===== src/rtl/falu_wb_pkg.sv =====
// falu_wb_pkg: FALU opcode encoding, writeback entry type and destination classification
package falu_wb_pkg;
  localparam int WB_RD_W = 5;
  localparam logic [3:0] FALU_ADD     = 4'h0;
  localparam logic [3:0] FALU_SUB     = 4'h1;
  localparam logic [3:0] FALU_MUL     = 4'h2;
  localparam logic [3:0] FALU_DIV     = 4'h3;
  localparam logic [3:0] FALU_MIN     = 4'h4;
  localparam logic [3:0] FALU_MAX     = 4'h5;
  localparam logic [3:0] FALU_SGNJ    = 4'h6;
  localparam logic [3:0] FALU_EQ      = 4'h7;
  localparam logic [3:0] FALU_SLT     = 4'h8;
  localparam logic [3:0] FALU_FCVT_WS = 4'h9;
  localparam logic [3:0] FALU_FCVT_SW = 4'hA;
  typedef struct packed {
    logic               is_int;
    logic [WB_RD_W-1:0] rd;
    logic [31:0]        data;
  } wb_entry_t;
  function automatic logic is_int_dest(input logic [3:0] op);
    return op inside {FALU_EQ, FALU_SLT, FALU_FCVT_WS};
  endfunction
  function automatic logic is_cmp_op(input logic [3:0] op);
    return op inside {FALU_EQ, FALU_SLT};
  endfunction
endpackage


===== src/rtl/falu_wb_buffer_if.sv =====
// falu_wb_buffer_if: ALU result input and float/int writeback ports of the writeback buffer
interface falu_wb_buffer_if #(
  parameter int RD_W = 5
);
  logic            in_valid;
  logic            in_ready;
  logic [3:0]      in_op;
  logic [31:0]     in_result;
  logic            in_cmp;
  logic [RD_W-1:0] in_rd;
  logic            fwb_valid;
  logic            fwb_ready;
  logic [RD_W-1:0] fwb_rd;
  logic [31:0]     fwb_data;
  logic            iwb_valid;
  logic            iwb_ready;
  logic [RD_W-1:0] iwb_rd;
  logic [31:0]     iwb_data;
  modport master (
    output in_valid, in_op, in_result, in_cmp, in_rd, fwb_ready, iwb_ready,
    input  in_ready, fwb_valid, fwb_rd, fwb_data, iwb_valid, iwb_rd, iwb_data
  );
  modport slave (
    input  in_valid, in_op, in_result, in_cmp, in_rd, fwb_ready, iwb_ready,
    output in_ready, fwb_valid, fwb_rd, fwb_data, iwb_valid, iwb_rd, iwb_data
  );
endinterface


===== src/rtl/falu_wb_fifo.sv =====
// falu_wb_fifo: DEPTH-entry synchronous FIFO with push/pop/flush and occupancy count
module falu_wb_fifo #(
  parameter int DEPTH = 4,
  parameter int W = 38
) (
  input  logic                       clk,
  input  logic                       rst_n,
  input  logic                       flush,
  input  logic                       push,
  input  logic                       pop,
  input  logic [W-1:0]               wdata,
  output logic [W-1:0]               rdata,
  output logic                       full,
  output logic                       empty,
  output logic [$clog2(DEPTH+1)-1:0] count
);
  localparam int AW = $clog2(DEPTH);
  localparam int CW = $clog2(DEPTH+1);
  logic [W-1:0]  mem [DEPTH];
  logic [AW-1:0] wptr, rptr;
  // pointers wrap naturally since DEPTH is a power of two; flush outranks push/pop
  always_ff @(posedge clk or negedge rst_n)
    if (!rst_n) begin
      wptr  <= '0;
      rptr  <= '0;
      count <= '0;
    end else if (flush) begin
      wptr  <= '0;
      rptr  <= '0;
      count <= '0;
    end else begin
      if (push) wptr <= wptr + 1'b1;
      if (pop) rptr <= rptr + 1'b1;
      count <= count + CW'(push) - CW'(pop);
    end
  // storage is not reset; entries beyond count are never observed
  always_ff @(posedge clk)
    if (push && !flush) mem[wptr] <= wdata;
  assign rdata = mem[rptr];
  assign full  = count == CW'(DEPTH);
  assign empty = count == '0;
endmodule


===== src/rtl/falu_wb_buffer.sv =====
// falu_wb_buffer: in-order FALU writeback buffer routing each result to the float or int port (FALU_WB_BYPASS_EN adds a zero-latency path when empty)
module falu_wb_buffer
  import falu_wb_pkg::*;
#(
  parameter int DEPTH = 4,
  parameter int RD_W = WB_RD_W
) (
  input  logic                       clk,
  input  logic                       rst_n,
  input  logic                       flush,
  falu_wb_buffer_if.slave            bus,
  output logic [$clog2(DEPTH+1)-1:0] count
);
  wb_entry_t in_e, head, out_e;
  logic push, pop, full, empty, bypass, out_v;
  assign in_e = {is_int_dest(bus.in_op), bus.in_rd,
                 is_cmp_op(bus.in_op) ? {31'b0, bus.in_cmp} : bus.in_result};
`ifdef FALU_WB_BYPASS_EN
  assign bypass = empty & bus.in_valid & !flush & (in_e.is_int ? bus.iwb_ready : bus.fwb_ready);
`else
  assign bypass = 1'b0;
`endif
  assign pop          = !empty & (head.is_int ? bus.iwb_ready : bus.fwb_ready);
  assign bus.in_ready = !full | pop;
  assign push         = bus.in_valid & bus.in_ready & !bypass;
  // present the bypassed input or the stored head; rd/data read as zero while nothing is presented
  always_comb begin
    out_e = bypass ? in_e : head;
    out_v = bypass | !empty;
    bus.fwb_valid = out_v & !out_e.is_int;
    bus.iwb_valid = out_v & out_e.is_int;
    bus.fwb_rd    = out_v ? out_e.rd : '0;
    bus.iwb_rd    = out_v ? out_e.rd : '0;
    bus.fwb_data  = out_v ? out_e.data : '0;
    bus.iwb_data  = out_v ? out_e.data : '0;
  end
  falu_wb_fifo #(.DEPTH(DEPTH), .W($bits(wb_entry_t))) u_fifo (
    .clk   (clk),
    .rst_n (rst_n),
    .flush (flush),
    .push  (push),
    .pop   (pop),
    .wdata (in_e),
    .rdata (head),
    .full  (full),
    .empty (empty),
    .count (count)
  );
endmodule


===== src/flat_wrapper.sv =====
// flat-port wrapper written by rule: the top's interface ports become plain ports
module falu_wb_buffer_flat import falu_wb_pkg::*;
#(
  parameter int DEPTH = 4,
  parameter int RD_W = WB_RD_W
)
  (clk, rst_n, flush, count, bus_in_valid, bus_in_op, bus_in_result, bus_in_cmp, bus_in_rd, bus_fwb_ready, bus_iwb_ready, bus_in_ready, bus_fwb_valid, bus_fwb_rd, bus_fwb_data, bus_iwb_valid, bus_iwb_rd, bus_iwb_data);
  falu_wb_buffer_if #(.RD_W(RD_W)) bus_i ();
  input  logic clk;
  input  logic rst_n;
  input  logic flush;
  output logic [$clog2(DEPTH+1)-1:0] count;
  input wire logic [$bits(bus_i.in_valid)-1:0] bus_in_valid;
  input wire logic [$bits(bus_i.in_op)-1:0] bus_in_op;
  input wire logic [$bits(bus_i.in_result)-1:0] bus_in_result;
  input wire logic [$bits(bus_i.in_cmp)-1:0] bus_in_cmp;
  input wire logic [$bits(bus_i.in_rd)-1:0] bus_in_rd;
  input wire logic [$bits(bus_i.fwb_ready)-1:0] bus_fwb_ready;
  input wire logic [$bits(bus_i.iwb_ready)-1:0] bus_iwb_ready;
  output wire logic [$bits(bus_i.in_ready)-1:0] bus_in_ready;
  output wire logic [$bits(bus_i.fwb_valid)-1:0] bus_fwb_valid;
  output wire logic [$bits(bus_i.fwb_rd)-1:0] bus_fwb_rd;
  output wire logic [$bits(bus_i.fwb_data)-1:0] bus_fwb_data;
  output wire logic [$bits(bus_i.iwb_valid)-1:0] bus_iwb_valid;
  output wire logic [$bits(bus_i.iwb_rd)-1:0] bus_iwb_rd;
  output wire logic [$bits(bus_i.iwb_data)-1:0] bus_iwb_data;
  assign bus_i.in_valid = bus_in_valid;
  assign bus_i.in_op = bus_in_op;
  assign bus_i.in_result = bus_in_result;
  assign bus_i.in_cmp = bus_in_cmp;
  assign bus_i.in_rd = bus_in_rd;
  assign bus_i.fwb_ready = bus_fwb_ready;
  assign bus_i.iwb_ready = bus_iwb_ready;
  assign bus_in_ready = bus_i.in_ready;
  assign bus_fwb_valid = bus_i.fwb_valid;
  assign bus_fwb_rd = bus_i.fwb_rd;
  assign bus_fwb_data = bus_i.fwb_data;
  assign bus_iwb_valid = bus_i.iwb_valid;
  assign bus_iwb_rd = bus_i.iwb_rd;
  assign bus_iwb_data = bus_i.iwb_data;
  falu_wb_buffer #(.DEPTH(DEPTH), .RD_W(RD_W)) u_core (.clk(clk), .rst_n(rst_n), .flush(flush), .bus(bus_i), .count(count));
endmodule

===== config.mk =====
export PLATFORM = sky130hd
export DESIGN_NAME = falu_wb_buffer_flat
export DESIGN_NICKNAME = d
export VERILOG_FILES = /design/src/rtl/falu_wb_pkg.sv /design/src/rtl/falu_wb_buffer_if.sv /design/src/rtl/falu_wb_fifo.sv /design/src/rtl/falu_wb_buffer.sv /design/src/flat_wrapper.sv
export SDC_FILE = /design/constraint.sdc
export NUM_CORES = 1
export LEC_CHECK = 0
export CAP_MARGIN = 20
export CORE_MARGIN = 2
export CORE_UTILIZATION = 50
export CTS_CLUSTER_DIAMETER = 30
export DETAILED_ROUTE_END_ITERATION = 8
export DONT_BUFFER_PORTS = 1
export PLACE_DENSITY = 0.74
export SYNTH_ARGS = -nofsm -noshare
export SYNTH_HDL_FRONTEND = slang
export SYNTH_SLANG_ARGS = --single-unit

===== constraint.sdc =====
create_clock -name clk -period 4.1 [get_ports clk]
set_input_delay 0.41 -clock clk [delete_from_list [all_inputs] [get_ports clk]]
set_output_delay 0.41 -clock clk [all_outputs]
set_load 0.02 [all_outputs]

==> flow_metrics.env, run 1 <==
# physical design summary
export IMPL_postSynth_topFlopCell="edfxtp_1"
export IMPL_netlist_cell_type_count=34
export IMPL_die_width_um=120
export IMPL_power_density_relative_to_cell_area_nw_per_um2=702
export IMPL_clock_tree_from_tritoncts="built"
export IMPL_cp_start_kind="register"
export IMPL_grt_max_degree=45
export IMPL_power_ir_vdd_worst_mv=0.311
export IMPL_crit_fanout=40
export IMPL_crit_reg2reg_launch="u_core.u_fifo.rptr[0]"
export IMPL_vias=3002
export IMPL_final_min_period_over_clock_period_pct=70.3
export IMPL_io_pins=128
export IMPL_cts_path_max_buffers=2
export IMPL_ctsHoldBuffers=1
export IMPL_reg_area_sq_um=4740
export IMPL_routed_wl_um=11400
export IMPL_status="completed"
export IMPL_slew_worst_pin_ps=1030
export IMPL_yosys_cells=374
export IMPL_syn_area_per_cell_sq_um=18.1
export IMPL_ys_area_sq_um=6780
## run 1: flip-flops by register name, summed over array words and instances (netlist names)
signal	flops
u_core.u_fifo.mem	152
u_core.u_fifo.count	3
u_core.u_fifo.rptr	2
u_core.u_fifo.wptr	2
## run 1: metrics by stage
step | hold WS [ps] | cell area, sq um | util [%] | power (W)
after floorplan | 114 | 6780 | - | 0.00368
after global placement | 115 | 6690 | 50.5 | 0.00359
after detailed placement | 115 | 6690 | 50.5 | 0.00361
after CTS | 36.7 | 7300 | 55.1 | 0.00518
after global routing | 36.2 | 7300 | 55.1 | 0.00536
final | 50.5 | 7300 | 55.1 | 0.00512
## run 1: area by class of cell
type / instances / share of cell area, %
Sequential cell: 159 / 65.0
Multi-Input combinational cell: 157 / 23.1
Clock buffer: 17 / 5.83
Tap cell: 176 / 3.02
Clock inverter: 15 / 2.35
Timing Repair Buffer: 5 / 0.549
Inverter: 3 / 0.154
## run 1: power by group
part	switching (W)	internal (W)	total [W]
Sequential	0.0000706	0.00192	0.00199
Combinational	0.00115	0.000408	0.00156
Clock	0.000654	0.000917	0.00157
Total	0.00188	0.00324	0.00512
## run 1: cell families (layout without fill, tap and decap cells)
logic type	after synthesis	after routing	synth area share [%]
flip-flops	159	159	69.9
AND/OR/NAND/NOR	95	95	8.55
buffers and inverters	58	40	5.37
multiplexers	43	43	13.6
AND-OR/OR-AND	11	11	1.05
adder cells (fa/ha/maj)	6	6	1.22
XOR/XNOR	2	2	0.258
## run 1: worst max-delay path, stage by stage (launching register included)
cell,delay [ps]
dfrtp_2,370
buf_4,590
mux4_2,350
nor2b_1,730
## run 1: routing by layer
metal	share of wire, %	vias up	wire (um)
met5	0	-	0
met4	1.0	0	115
met3	10	9	1190
met2	48	113	5490
met1	41	1553	4630
li1	-	1327	-
## run 1: cells in the mapped netlist, drive strengths merged (2+ instances only)
cell	number	share of area [%]
nor2b	40	3.7
buf	42	4.5
or3	2	0.18
mux2i	3	0.63
nor3	2	0.15
mux4	38	13
a21oi	3	0.22
o21ai	3	0.22
and3	4	0.37
mux2	2	0.39
ha	5	0.92
clkbuf	13	0.74
nor2	7	0.39
and2	31	2.9
nand2	4	0.22
dfrtp	7	2.6
inv	3	0.17
edfxtp	152	67
nand2b	2	0.18
## run 1: how the worst max path moves through the flow
stage | to | cells past startpoint | startpoint
2_1_floorplan | u_core.u_fifo.mem[0][0] | 5 | u_core.u_fifo.rptr[0]
3_3_place_gp | u_core.u_fifo.mem[2][17] | 4 | u_core.u_fifo.rptr[0]
3_5_place_dp | u_core.u_fifo.mem[1][13] | 4 | u_core.u_fifo.rptr[0]
4_1_cts | bus_iwb_data[17] | 3 | u_core.u_fifo.rptr[0]
5_1_grt | bus_fwb_data[12] | 3 | u_core.u_fifo.rptr[0]
6_report | bus_fwb_data[12] | 3 | u_core.u_fifo.rptr[0]
**Run 1: register map, names as in the netlist**

(2 px per um) Other sequential cells in the stronger grey, the rest of the logic in the fainter grey.
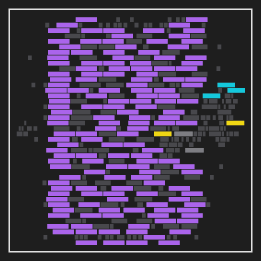
Purple marks u_core.u_fifo.mem, sequential cells 152. Yellow marks u_core.u_fifo.wptr, sequential cells 2. Cyan marks u_core.u_fifo.count, sequential cells 3.

**Run 1: metal layers overlaid**

(3 px per um)
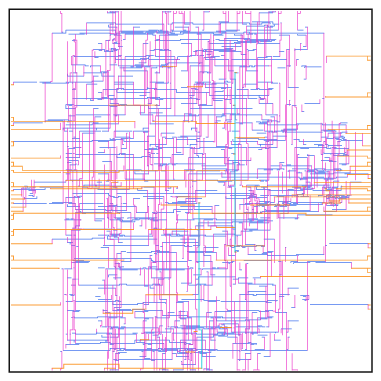
Magenta marks M2, wire length 5490 um. Blue marks M1, wire length 4630 um. Orange marks M3, wire length 1190 um. Cyan marks M4, wire length 116 um.

**Run 1: track usage over the die**

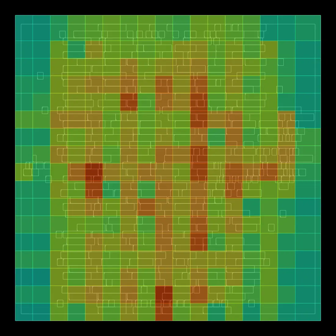
final core occ: 55.1%
Top Usage Layer GRT: met2
met1 track utilization from global routing: 22.0%

**Run 1: wires at chosen ports, followed through buffers**

(3 px per um)
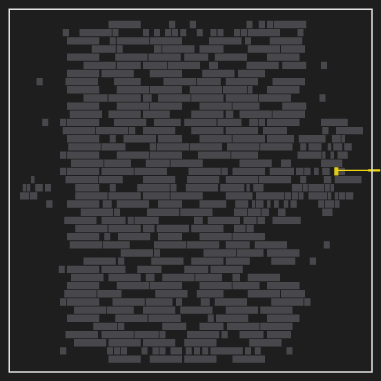

==> run 2: changes to the inputs <==
==> constraint.sdc (replaced) <==
create_clock -name clk -period 2.7 [get_ports clk]
set_input_delay 0.27 -clock clk [delete_from_list [all_inputs] [get_ports clk]]
set_output_delay 0.27 -clock clk [all_outputs]
set_load 0.02 [all_outputs]
**Run 2: wires at chosen ports, followed through buffers**

(3 px per um)
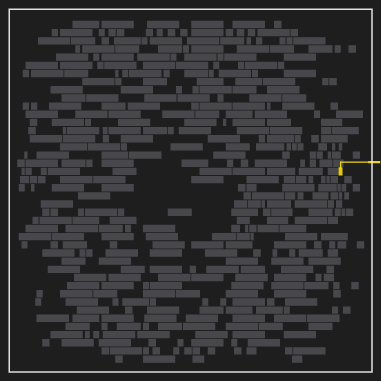
Yellow marks bus_fwb_valid, bits 1, direction output, edge east, end cells 1, buffers 0, wire 12.1 um.
io pins: 128
number of I/O port buffers: 0

**Run 2: track usage over the die**

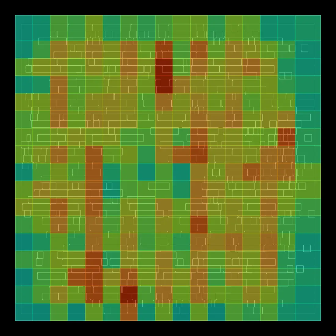
met3 demand-to-capacity share in global routing: 5.24%
met2 global-route usage: 27.2%
GR Util All Layers: 17.6%
met1 track utilization from global routing: 23.5%

==> flow_metrics.env, run 2 <==
# physical design summary
export IMPL_final_min_period_over_clock_period_pct=96.0
export IMPL_postSynth_topFlopCell="edfxtp_1"
export IMPL_grt_max_degree=41
export IMPL_slew_worst_pin_ps=618
export IMPL_synth_area_top_cells="edfxtp_1 (67%), mux4_2 (13%), buf_4 (4.1%)"
export IMPL_p_switching_w=0.00286
export IMPL_cp_start_kind="register"
export IMPL_largest_register_ffs=152
export IMPL_p_total_w=0.00808
export IMPL_netlist_cell_type_count=34
export IMPL_worst_hold_slack_ps=97.8
export IMPL_endpoint="u_core.u_fifo.count[2]"
export IMPL_clock_tree_from_tritoncts="built"
export IMPL_seqPwrFrac_pct=37.4
export IMPL_combinationalPowerShare_pct=36.2
export IMPL_cts_path_max_buffers=2
export IMPL_power_share_switching_pct=35.4
export IMPL_largest_register="u_core.u_fifo.mem"
export IMPL_power_ir_vdd_worst_mv=0.479
export IMPL_internal_power_w=0.00522
export IMPL_reg_largest_list="u_core.u_fifo.mem x152, u_core.u_fifo.count x3"
export IMPL_finalCoreUtilization_pct=57.9
export IMPL_synth_dominant_cell_count="edfxtp_1"
export IMPL_status="completed"
export IMPL_ys_area_sq_um=6780
export IMPL_yosys_cells=374
export IMPL_crit_reg2reg_launch="u_core.u_fifo.rptr[0]"
[run 2: cell counts after synthesis]
No cell type changed its count.
[run 2: area by class of cell]
class,count,area (sq um)
Antenna cell,1,2.50
Clock buffer,19,433
Clock inverter,13,98.8
Fill cell,1024,5570
Inverter,3,11.3
Multi-Input combinational cell,157,1690
Sequential cell,159,4740
Tap cell,176,220
Timing Repair Buffer,56,479
[run 2: power groups by stage]
stage          logic (W)  clock network [W]  registers [W]
5_1_grt          0.00317            0.00228        0.00304
3_5_place_dp     0.00297                  0        0.00307
3_3_place_gp     0.00294                  0        0.00306
2_1_floorplan    0.00255                  0        0.00304
6_report         0.00293            0.00213        0.00302
4_1_cts          0.00299            0.00218        0.00302
[run 2: worst min path at each step]
stage	cells after the start	start	endpoint	slack, ps
global placement	0	rst_n	u_core.u_fifo.wptr[0]	-30
CTS	3	bus_in_valid	u_core.u_fifo.wptr[0]	80
global route	1	bus_in_result[7]	u_core.u_fifo.mem[2][7]	120
floorplan	0	rst_n	u_core.u_fifo.count[0]	-30
detailed placement	0	rst_n	u_core.u_fifo.count[0]	-30
finish	3	bus_in_valid	u_core.u_fifo.wptr[0]	100
[run 2: kinds of logic (layout without fill, tap and decap cells)]
| logic type | Yosys count | after routing | share of synthesized area (%) |
|---|---|---|---|
| mux | 43 | 43 | 13.6 |
| xor+xnor | 2 | 2 | 0.258 |
| simple gates | 95 | 95 | 8.55 |
| fa+ha+maj | 6 | 6 | 1.22 |
| flops | 159 | 159 | 69.9 |
| other cells | 0 | 1 | 0 |
| compound gates | 11 | 11 | 1.05 |
| buf+inv | 58 | 91 | 5.37 |
[run 2: per-stage QoR]
stage	area [sq um]	std cells	setup WS, ps
finish	7670	584	108
global route	7670	584	9.28
global placement	7060	544	279
detailed placement	7060	544	119
floorplan	6780	374	243
CTS	7670	583	99.4
[run 2: critical path: stages (launching register included)]
cell and delay [ps]:
dfrtp_2 380, mux4_2 590, mux2i_4 240, nor3_1 340, a21o_1 140, ha_1 130, inv_1 50, fa_1 370
xnor2_1 170, nor2_1 60
[run 2: repair_timing]
action                                  in CTS  in global routing
endpoints found under the setup margin      74                  0
gates resized                                1                  0
hold endpoints to repair                    32                  0
hold buffers                                 7                  0
[run 2: layer usage]
layer | track usage [%] | vias to the layer above | routed length (um)
li1 | - | 1431 | -
met1 | 23.5 | 1693 | 5370
met2 | 27.2 | 87 | 5790
met3 | 5.24 | 20 | 591
met4 | 7.63 | 2 | 244
met5 | 0 | - | 13
Power is estimated from default activity; no workload was simulated.
